File: config.mk
export PLATFORM = sky130hd
export DESIGN_NAME = bus_bridge_mc
export DESIGN_NICKNAME = d
export VERILOG_FILES = /design/src/rtl/bus_bridge_mc.sv
export SDC_FILE = /design/constraint.sdc
export NUM_CORES = 1
export LEC_CHECK = 0
export CORE_AREA = 2 2 134 136
export CTS_CLUSTER_DIAMETER = 60
export DETAILED_ROUTE_END_ITERATION = 8
export DIE_AREA = 0 0 136 138
export GPL_TIMING_DRIVEN = 0
export PLACE_DENSITY = 0.81
export SLEW_MARGIN = 40
export SYNTH_ARGS = -nofsm -noshare
export SYNTH_HDL_FRONTEND = slang
export SYNTH_SLANG_ARGS = --single-unit
File: constraint.sdc
create_clock -name clk -period 3.9 [get_ports clk]
set_input_delay 1.17 -clock clk [delete_from_list [all_inputs] [get_ports clk]]
set_output_delay 1.17 -clock clk [all_outputs]
set_load 0.03 [all_outputs]
File: src/rtl/bus_bridge_mc.sv
// Handshaked CPU-to-device bridge: windowed slot decode, wait states via sel/ack,
// timeout and decode/alignment errors. One transaction in flight at a time.

module bus_bridge_mc_slot #(
  parameter int ADDR_W = 32
) (
  input  logic [ADDR_W-1:0] addr,
  input  logic [ADDR_W-1:0] base,
  input  logic [ADDR_W-1:0] last,
  output logic              hit
);
  assign hit = (addr >= base) && (addr <= last);
endmodule

module bus_bridge_mc #(
  parameter int                      N_DEV    = 4,
  parameter int                      ADDR_W   = 32,
  parameter int                      DATA_W   = 32,
  parameter logic [N_DEV*ADDR_W-1:0] DEV_BASE = {32'h7F20, 32'h7F10, 32'h7F00, 32'h0000},
  parameter logic [N_DEV*ADDR_W-1:0] DEV_LAST = {32'h7F23, 32'h7F1B, 32'h7F0B, 32'h2FFF},
  parameter int                      TIMEOUT  = 15
) (
  input  logic                    clk,
  input  logic                    reset_n,
  input  logic                    cpu_req,
  input  logic                    cpu_we,
  input  logic [ADDR_W-1:0]       cpu_addr,
  input  logic [DATA_W/8-1:0]     cpu_byteen,
  input  logic [DATA_W-1:0]       cpu_wdata,
  output logic                    cpu_ready,
  output logic [DATA_W-1:0]       cpu_rdata,
  output logic                    cpu_err,
  output logic [ADDR_W-1:0]       err_addr,
  output logic [N_DEV-1:0]        dev_sel,
  output logic                    dev_we,
  output logic [ADDR_W-1:0]       dev_addr,
  output logic [DATA_W-1:0]       dev_wdata,
  output logic [DATA_W/8-1:0]     dev_byteen,
  input  logic [N_DEV*DATA_W-1:0] dev_rdata,
  input  logic [N_DEV-1:0]        dev_ack
);
  localparam int CNT_W = $clog2(TIMEOUT + 1);
  localparam logic [CNT_W-1:0] CNT_LAST = CNT_W'(TIMEOUT - 1);

  typedef enum logic [1:0] {IDLE, ACCESS, RESP} state_t;

  state_t            state;
  logic [CNT_W-1:0]  wait_cnt;
  logic [N_DEV-1:0]  hit, hit_1h;
  logic              misaligned, no_match, ack_sel;
  logic [DATA_W-1:0] sel_rdata;

  for (genvar i = 0; i < N_DEV; i++) begin : g_slot
    bus_bridge_mc_slot #(.ADDR_W(ADDR_W)) u_slot (
      .addr (cpu_addr),
      .base (DEV_BASE[i*ADDR_W +: ADDR_W]),
      .last (DEV_LAST[i*ADDR_W +: ADDR_W]),
      .hit  (hit[i])
    );
  end

  // Walk high-to-low so the lowest matching slot is the one left standing.
  always_comb begin
    hit_1h = '0;
    for (int i = N_DEV - 1; i >= 0; i--)
      if (hit[i]) begin
        hit_1h    = '0;
        hit_1h[i] = 1'b1;
      end
  end

  always_comb begin
    sel_rdata = '0;
    for (int i = 0; i < N_DEV; i++)
      if (dev_sel[i]) sel_rdata = sel_rdata | dev_rdata[i*DATA_W +: DATA_W];
  end

  assign misaligned = |cpu_addr[1:0];
  assign no_match   = ~|hit;
  assign ack_sel    = |(dev_ack & dev_sel);

  always_ff @(posedge clk or negedge reset_n) begin
    if (!reset_n) begin
      state      <= IDLE;
      wait_cnt   <= '0;
      cpu_ready  <= 1'b0;
      cpu_rdata  <= '0;
      cpu_err    <= 1'b0;
      err_addr   <= '0;
      dev_sel    <= '0;
      dev_we     <= 1'b0;
      dev_addr   <= '0;
      dev_wdata  <= '0;
      dev_byteen <= '0;
    end else begin
      cpu_ready <= 1'b0;
      cpu_err   <= 1'b0;
      cpu_rdata <= '0;
      case (state)
        IDLE: if (cpu_req) begin
          if (no_match || misaligned) begin
            state     <= RESP;
            cpu_ready <= 1'b1;
            cpu_err   <= 1'b1;
            err_addr  <= cpu_addr;
          end else if (cpu_we && cpu_byteen == '0) begin
            state     <= RESP;
            cpu_ready <= 1'b1;
          end else begin
            state      <= ACCESS;
            dev_sel    <= hit_1h;
            dev_we     <= cpu_we;
            dev_addr   <= cpu_addr;
            dev_wdata  <= cpu_wdata;
            dev_byteen <= cpu_we ? cpu_byteen : '0;
            wait_cnt   <= '0;
          end
        end
        ACCESS: begin
          // Ack is checked first so it beats a timeout landing in the same cycle.
          if (ack_sel) begin
            state     <= RESP;
            cpu_ready <= 1'b1;
            cpu_rdata <= dev_we ? '0 : sel_rdata;
            dev_sel   <= '0;
          end else if (wait_cnt == CNT_LAST) begin
            state     <= RESP;
            cpu_ready <= 1'b1;
            cpu_err   <= 1'b1;
            err_addr  <= dev_addr;
            dev_sel   <= '0;
          end else begin
            wait_cnt <= wait_cnt + CNT_W'(1);
          end
        end
        RESP:    state <= IDLE;
        default: state <= IDLE;
      endcase
    end
  end
endmodule

m1.png
Cells faint in the background.
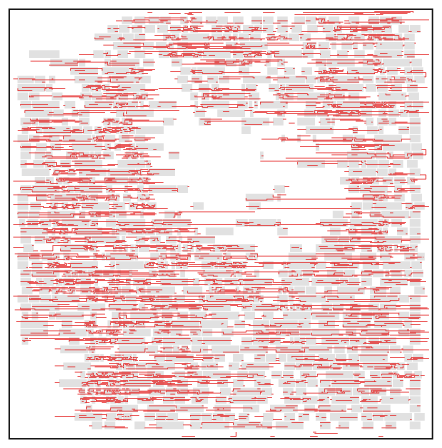
share of all routed wire: 39%
wire length on this layer: 10,300 microns
main direction: horizontal
nets with wire on the layer: 1,060
longest straight run: 46.9 microns
final wirelength: 26,600 microns
DR vias: 6,850
GR Util met1: 0.343

m2.png
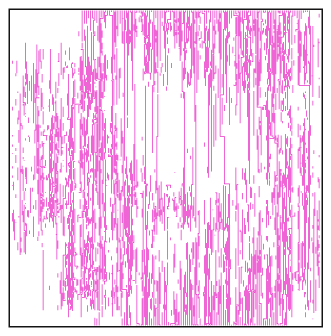
main direction: vertical
share of all routed wire: 50%
longest straight run: 71.2 microns
GR Util met2: 0.472

==> out/summary.txt <==
status = finished, final reports clean
Net Sw Frac = 0.281
Least-Margin Pin Slew = 0.805 ns
P&R area growth vs syn = 61.1%
Multiplexer share = 0.151
CTS Buf Count = 17
final hold slack = 0.479 ns
Top Layer Used = met5
Final nets = 1,196
final worst-path cycle share = 0.872
r2r setup slk = 1.20 ns
tool warnings = 27
fraction of area in non-clock buffers = 0.329
clock buffer count = 17
Critical Path Sink Type = flop
final hold vios = 0
Flop area = 0.00363 sq mm
DR WL met3 = 2190 microns
Relative slew margins = 0.463
count of different cell masters after synthesis = 44
Comb. pwr = 582 uW
worst flop-to-flop path startpoint = dev_sel[1]
comb_multi_in = 418
Synth Flop Type = dfrtp_1
Tmin final = 3.40 ns
Pins Over Slew Limit = 0
Max stage delay on crit path = 0.58 ns
CTS Buffer Depth = 2
Mapped Area = 0.00711 sq mm
CP top delay family = buffers and inverters
clk_lat worst skew = 0.43 ns
Final Instance Area = 0.0115 sq mm
antenna viol nets, final = 0
and+or+nand+nor area frac = 0.114
DR vias/cell = 5.54
CTS Sinks = 145
cts hold-fix bufs = 0
Min-Delay Path Depth = 1
largest net degree at the start of global routing = 64
non-clock buffer count = 405
area of the multi-input gates = 0.00318 sq mm
flip-flop and latch power = 1590 uW
Synth Area in Adders = 0.00352
synth warn = 0
worst setup path end = err_addr[26]
setup violators final = 0
Cell Chain, Critical Path = clkdlybuf4s50_1 -> or4b_1 -> o21a_1 -> a21oi_2 -> buf_2 -> clkbuf_1 -> nand4_1 -> o211ai_1
port buffer count = 342
post-CTS setup repair buffer count = 0
first-pass GRT wire length = 40,100 microns
RSZ-0062 raised after global routing = false
Layout fillers = 1,372
crit path DAT = 3.74 ns
clk root buf = clkbuf_16
Top power group = sequential cells
tapcell count = 229
Reg clk slew, reported paths = 0.07 ns
Synth async-reset ratio = 1.00
1st-pass router iterations = 5
crit path kind = primary input to flop
sequential power share = 0.423
post-synthesis compound-gate area fraction = 0.179
critical path depth in cells = 8
All-Layer GR Usage = 0.281
pwr dens = 328 mW/mm^2
clk_skew = 0.00987 ns
DR WL met2 = 13,300 microns
Int Power = 2700 uW
core region area = 0.0175 sq mm
Lkg Pwr = 0.00471 uW
ant diodes = 4
DPL Wire Length = 20,300 microns
DIE WIDTH = 136 microns
clk pwr = 1590 uW
floorplan core density = 0.405
Final GP Congestion = 0.868
CTS resizes = 0
WP data required = 4.24 ns
Max Cap Viol = 0
cell row count = 49
EDFF count, synth = 0
non-filler instance count after layout = 1,236
vias in the first global route = 6,739
GRT Max-Usage Layer = met2
most instantiated logic cell after routing = clkdlybuf4s50_1
final total power = 3760 uW
syn avg cell area = 11.3 sq um
YS chip area = 0.00711 sq mm
largest cell class by area = non-clock buffers
power share of the combinational group = 0.155
Yosys reg bits = 145
DIE AREA = 0.0188 sq mm
grt total ovfl = 0
Die H = 138 microns
WL/cell = 21.5 microns
fraction of layout cells with a size suffix above 1 = 0.105
Placed Instances = 1,200
number of cells in Yosys stat = 627
worst-path fanout max = 10
upper clock frequency limit = 0.294 GHz
most numerous logic cells after layout = 341 x clkdlybuf4s50_1, 145 x dfrtp_1, 64 x a22oi_1, 46 x clkbuf_1, 45 x mux2_4
DRC Markers = 0
flop count = 145
Seq/Total Area, Yosys = 0.510
placed cell area = 0.0109 sq mm
inverters = 3
Post-Route M1 WL = 10,300 microns
DRT iter0 DRCs = 411
clock network area share = 0.0494
Clk pwr share = 0.422
cells after synthesis = 627
comb area leader = AND-OR/OR-AND gates
xor/xnor share = 0
syn_nets = 833
flop share of the area = 0.317
Critical Path Source = cpu_addr[5]
combinational share of cell area = 0.278
CTS tree = built
critical path's slowest cell = clkdlybuf4s50_1
min-delay worst type = flop to flop
Max IR drop VDD = 0.000342 V
worst reg-to-reg path cell count = 8
Boundary Pins = 343
htree depth = 4
worst hold start = dev_byteen[0]
Worst Hold Endpoint = dev_byteen[0]
Sw Pwr = 1060 uW
critical path launch point type = primary input
Crit path buffers/inverters = 3
initial antenna violation count = 5
Critical R2R Capture = err_addr[26]
m3.png
Cells faint in the background.
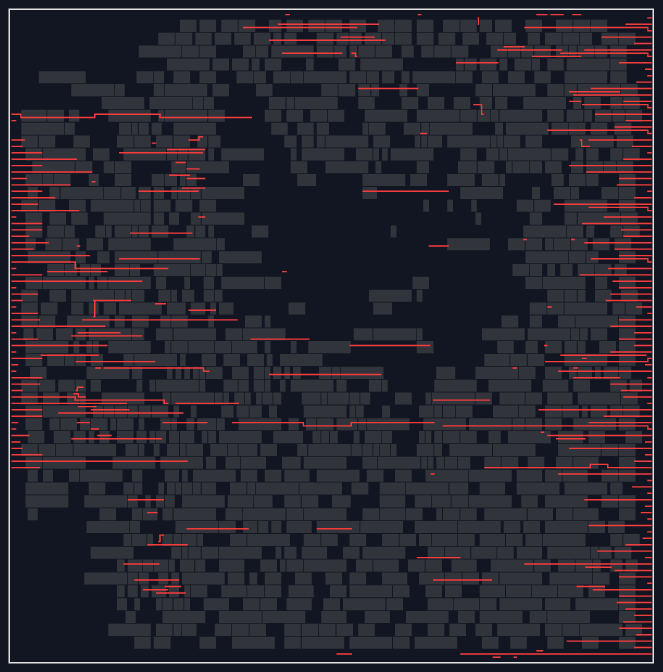
nets with wire on the layer: 218
main direction: horizontal
GR Util met3: 0.0730

m4.png
Scale bar: 50 microns. Cells faint in the background.
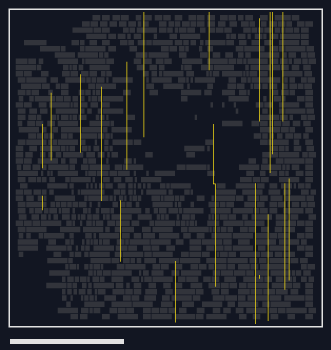
wire length on this layer: 813 microns
main direction: vertical
nets with wire on the layer: 18

==> cell usage after synthesis, types with 7 or more instances <==
cell type | count | area share
dfrtp_1 | 145 | 0.51
a22oi_1 | 64 | 0.068
clkbuf_1 | 46 | 0.024
mux2_4 | 45 | 0.095
nor2_1 | 41 | 0.022
nand4_1 | 36 | 0.032
a31oi_1 | 35 | 0.031
mux2i_1 | 35 | 0.049
a21oi_1 | 33 | 0.023
and2_1 | 21 | 0.018
o211ai_1 | 20 | 0.021
nand3_1 | 19 | 0.013
a211o_1 | 13 | 0.016
nand2_1 | 7 | 0.0037
==> metrics by stage <==
step                      worst slack [ns]   util  setup TNS, ns
after floorplan                      0.922      -              0
after global placement               -4.37  0.617        -630.50
after detailed placement             0.113  0.620              0
after CTS                            0.557  0.653              0
after global routing                 0.397  0.653              0
final                                0.500  0.653              0
No activity file was given, so power comes from the tool's default toggle rates.
